Figure 1. Gate-type map.
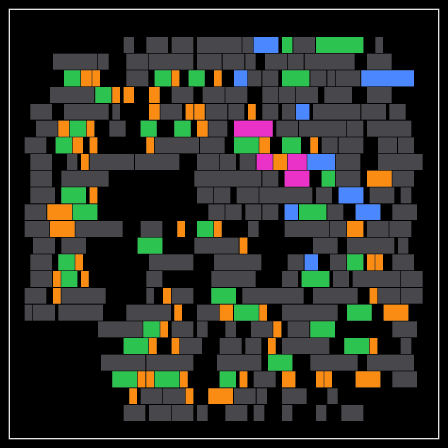
Figure 2. The clock network.
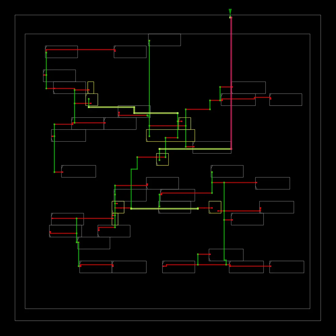
### config.mk
export PLATFORM = sky130hd
export DESIGN_NAME = axi_sram_req_master
export DESIGN_NICKNAME = d
export VERILOG_FILES = /design/src/rtl/axi_lite_pkg.sv /design/src/rtl/axi_sram_req_master.sv
export SDC_FILE = /design/constraint.sdc
export NUM_CORES = 1
export LEC_CHECK = 0
export ABC_CLOCK_PERIOD_IN_PS = 1200
export CORE_MARGIN = 2
export CORE_UTILIZATION = 36
export CTS_BUF_LIST = sky130_fd_sc_hd__clkbuf_4
export DETAILED_ROUTE_END_ITERATION = 8
export PLACE_DENSITY = 0.87
export SYNTH_ARGS = -nofsm -noshare
export SYNTH_HDL_FRONTEND = slang
export SYNTH_SLANG_ARGS = --single-unit
### constraint.sdc
create_clock -name axi_aclk -period 1.2 [get_ports axi_aclk]
set_input_delay 0.24 -clock axi_aclk [delete_from_list [all_inputs] [get_ports axi_aclk]]
set_output_delay 0.24 -clock axi_aclk [all_outputs]
set_load 0.01 [all_outputs]
### src/rtl/axi_lite_pkg.sv
// Shared AXI-Lite definitions: request-master FSM state encoding and
// AXI response codes.
package axi_lite_pkg;

  typedef enum logic [2:0] {
    IDLE         = 3'd0,
    WR_ADDR_DATA = 3'd1,
    WR_RESP      = 3'd2,
    RD_ADDR      = 3'd3,
    RD_DATA      = 3'd4,
    RESP         = 3'd5
  } axi_req_state_e;

  localparam logic [1:0] AXI_RESP_OKAY   = 2'b00;
  localparam logic [1:0] AXI_RESP_SLVERR = 2'b10;

  // Any response code other than OKAY is reported as an error.
  function automatic logic resp_is_err(input logic [1:0] resp);
    return resp != AXI_RESP_OKAY;
  endfunction

endpackage

### src/rtl/axi_sram_req_master.sv
// Simple request/response port to AXI-Lite master bridge (one transaction
// outstanding), intended to drive axi_sram_controller.
// Optional feature: define AXI_SRAM_REQ_MASTER_ERR_EN to report non-OKAY
// bresp/rresp on resp_err; otherwise resp_err is tied low.
module axi_sram_req_master
  import axi_lite_pkg::*;
#(
  parameter int AXI_ADDR_WIDTH = 10,
  parameter int AXI_DATA_WIDTH = 8
) (
  input  logic                          axi_aclk,
  input  logic                          axi_aresetn,
  // request side
  input  logic                          req_valid,
  output logic                          req_ready,
  input  logic                          req_we,
  input  logic [AXI_ADDR_WIDTH-1:0]     req_addr,
  input  logic [AXI_DATA_WIDTH-1:0]     req_data,
  // response side
  output logic                          resp_valid,
  input  logic                          resp_ready,
  output logic [AXI_DATA_WIDTH-1:0]     resp_data,
  output logic                          resp_err,
  // write address
  output logic [AXI_ADDR_WIDTH-1:0]     m_axi_awaddr,
  output logic                          m_axi_awvalid,
  input  logic                          m_axi_awready,
  // write data
  output logic [AXI_DATA_WIDTH-1:0]     m_axi_wdata,
  output logic [AXI_DATA_WIDTH/8-1:0]   m_axi_wstrb,
  output logic                          m_axi_wvalid,
  input  logic                          m_axi_wready,
  // write response
  input  logic [1:0]                    m_axi_bresp,
  input  logic                          m_axi_bvalid,
  output logic                          m_axi_bready,
  // read
  output logic [AXI_ADDR_WIDTH-1:0]     m_axi_araddr,
  output logic                          m_axi_arvalid,
  input  logic                          m_axi_arready,
  input  logic [AXI_DATA_WIDTH-1:0]     m_axi_rdata,
  input  logic [1:0]                    m_axi_rresp,
  input  logic                          m_axi_rvalid,
  output logic                          m_axi_rready
);

  axi_req_state_e              state_q, state_d;
  logic                        rst_done_q, rst_done_d;
  logic [AXI_ADDR_WIDTH-1:0]   addr_q, addr_d;
  logic [AXI_DATA_WIDTH-1:0]   data_q, data_d;
  logic [AXI_DATA_WIDTH-1:0]   rdata_q, rdata_d;
  logic                        aw_done_q, aw_done_d;
  logic                        w_done_q, w_done_d;

`ifdef AXI_SRAM_REQ_MASTER_ERR_EN
  logic                        err_q, err_d;
  assign resp_err = err_q;
`else
  logic                        unused_resp_codes;
  assign unused_resp_codes = ^{m_axi_bresp, m_axi_rresp};
  assign resp_err          = 1'b0;
`endif

  // Handshake outputs decode directly from the registered state; AW and W
  // each drop independently once their own handshake has been seen.
  assign req_ready     = (state_q == IDLE) && rst_done_q;
  assign resp_valid    = (state_q == RESP);
  assign resp_data     = rdata_q;
  assign m_axi_awaddr  = addr_q;
  assign m_axi_awvalid = (state_q == WR_ADDR_DATA) && !aw_done_q;
  assign m_axi_wdata   = data_q;
  assign m_axi_wstrb   = '1;
  assign m_axi_wvalid  = (state_q == WR_ADDR_DATA) && !w_done_q;
  assign m_axi_bready  = (state_q == WR_RESP);
  assign m_axi_araddr  = addr_q;
  assign m_axi_arvalid = (state_q == RD_ADDR);
  assign m_axi_rready  = (state_q == RD_DATA);

  // State and datapath registers with synchronous active-low reset.
  always_ff @(posedge axi_aclk) begin
    if (!axi_aresetn) begin
      state_q    <= IDLE;
      rst_done_q <= 1'b0;
      addr_q     <= '0;
      data_q     <= '0;
      rdata_q    <= '0;
      aw_done_q  <= 1'b0;
      w_done_q   <= 1'b0;
`ifdef AXI_SRAM_REQ_MASTER_ERR_EN
      err_q      <= 1'b0;
`endif
    end else begin
      state_q    <= state_d;
      rst_done_q <= rst_done_d;
      addr_q     <= addr_d;
      data_q     <= data_d;
      rdata_q    <= rdata_d;
      aw_done_q  <= aw_done_d;
      w_done_q   <= w_done_d;
`ifdef AXI_SRAM_REQ_MASTER_ERR_EN
      err_q      <= err_d;
`endif
    end
  end

  // Next-state and datapath update logic.
  always_comb begin
    state_d    = state_q;
    rst_done_d = 1'b1;
    addr_d     = addr_q;
    data_d     = data_q;
    rdata_d    = rdata_q;
    aw_done_d  = aw_done_q;
    w_done_d   = w_done_q;
`ifdef AXI_SRAM_REQ_MASTER_ERR_EN
    err_d      = err_q;
`endif

    case (state_q)
      IDLE: begin
        if (req_valid && req_ready) begin
          addr_d    = req_addr;
          data_d    = req_data;
          rdata_d   = '0;
          aw_done_d = 1'b0;
          w_done_d  = 1'b0;
`ifdef AXI_SRAM_REQ_MASTER_ERR_EN
          err_d     = 1'b0;
`endif
          state_d   = req_we ? WR_ADDR_DATA : RD_ADDR;
        end
      end
      WR_ADDR_DATA: begin
        // Leave as soon as the last of the two handshakes completes.
        aw_done_d = aw_done_q || (m_axi_awvalid && m_axi_awready);
        w_done_d  = w_done_q  || (m_axi_wvalid  && m_axi_wready);
        if (aw_done_d && w_done_d) begin
          state_d = WR_RESP;
        end
      end
      WR_RESP: begin
        if (m_axi_bvalid) begin
`ifdef AXI_SRAM_REQ_MASTER_ERR_EN
          err_d   = resp_is_err(m_axi_bresp);
`endif
          state_d = RESP;
        end
      end
      RD_ADDR: begin
        if (m_axi_arready) begin
          state_d = RD_DATA;
        end
      end
      RD_DATA: begin
        if (m_axi_rvalid) begin
          rdata_d = m_axi_rdata;
`ifdef AXI_SRAM_REQ_MASTER_ERR_EN
          err_d   = resp_is_err(m_axi_rresp);
`endif
          state_d = RESP;
        end
      end
      RESP: begin
        if (resp_ready) begin
          state_d = IDLE;
        end
      end
      default: state_d = IDLE;
    endcase
  end

endmodule

==> impl_metrics.toml <==
# synthesis and place-and-route metrics
[worst_setup_path]
worstPathRequired_ns = 0.96
cp-start-kind = "flip-flop"
startpoint = "state_q[2]$_SDFFE_PN0P_"
r2r_slack_ns = -0.32

[min_path]
min_to = "m_axi_araddr[6]$_SDFFE_PN0P_"
min_path_type = "in2reg"

[grt]
overflow = 0
grt_use_met2 = 0.3098

[floorplanning]
die_w_um = 69.60
fp-utilization = 0.3817
dieArea_sq_um = 4843
num_rows = 23

[layout]
flop_area_sq_um = 658.1
areaGrowthSynthToFinish_pct = 73.43
comb_cells = 116
largest_reg_flops = 10
diodes = 0
n_all_buffers = 111
post-route-cell-area_sq_um = 2686
fill_cells = 325

[synth]
yosys.area.top_type = "dfxtp_1"
synthesis.nets = 212
yosys.area.top_type_share = 0.4136
yosys_warnings = 0
mux_area_frac = 0.006462

[clock_tree]
hold_buffers = 0
clk_path_buf_depth = 2
cts.clk_slew.worst_paths_ns = 0.11
cts_root_buf = "clkbuf_4"

[final_timing]
finalSetupViolCount = 38
timing.final.max_slew_violations = 0
timing.hold.ws_ns = 0.4402
finalWorstSetupSlack_ns = -0.3431
rsz0062_at_grt = "true"

[pwr]
pwr-share-seq = 0.305
comb_power_share = 0.513
pg_comb_mw = 2.25

[place]
placed_cells = 303

[status]
violations = "setup timing"
status = "finished, violations left"

[routing]
wl_met3_um = 217
## Picture notes: Figure 1
[magenta] AND-OR and OR-AND gates | cells: 4
[orange] NAND gates | cells: 58 | where: spread over the die
[green] inverting AOI/OAI gates | cells: 34 | where: spread over the die
[blue] NOR gates | cells: 9
combinational fraction of the cell area: 0.3181
Top cell excl fill/tap: nand2_1
Non-Filler Instances: 318

## Picture notes: Figure 2
clk_lat worst skew: 0.32 ns
clock-net power: 0.796 mW
CTS Buf Count: 5
clkbuf count: 5
clk sinks: 32

layout by cell type, fill, tap and decap left out, types with 11 or more instances in the layout:
| master | Yosys | routed |
|---|---|---|
| nand2_1 | 47 | 39 |
| dfxtp_2 | 0 | 11 |
| dfxtp_1 | 32 | 20 |
| clkdlybuf4s50_1 | 0 | 35 |
| a21boi_2 | 11 | 13 |
| buf_4 | 12 | 23 |
| clkdlybuf4s15_1 | 0 | 16 |
| buf_6 | 4 | 11 |
| a21boi_1 | 0 | 13 |
| clkbuf_2 | 0 | 14 |
what timing repair did:
action                     4_1_cts  5_1_grt
setup endpoints to repair       74       70
pin swaps                        5       14
cloned                           1        1
setup buffers                    3        2
resized                        118       47
hold endpoints to repair         0        0
Power is estimated from default activity; no workload was simulated.
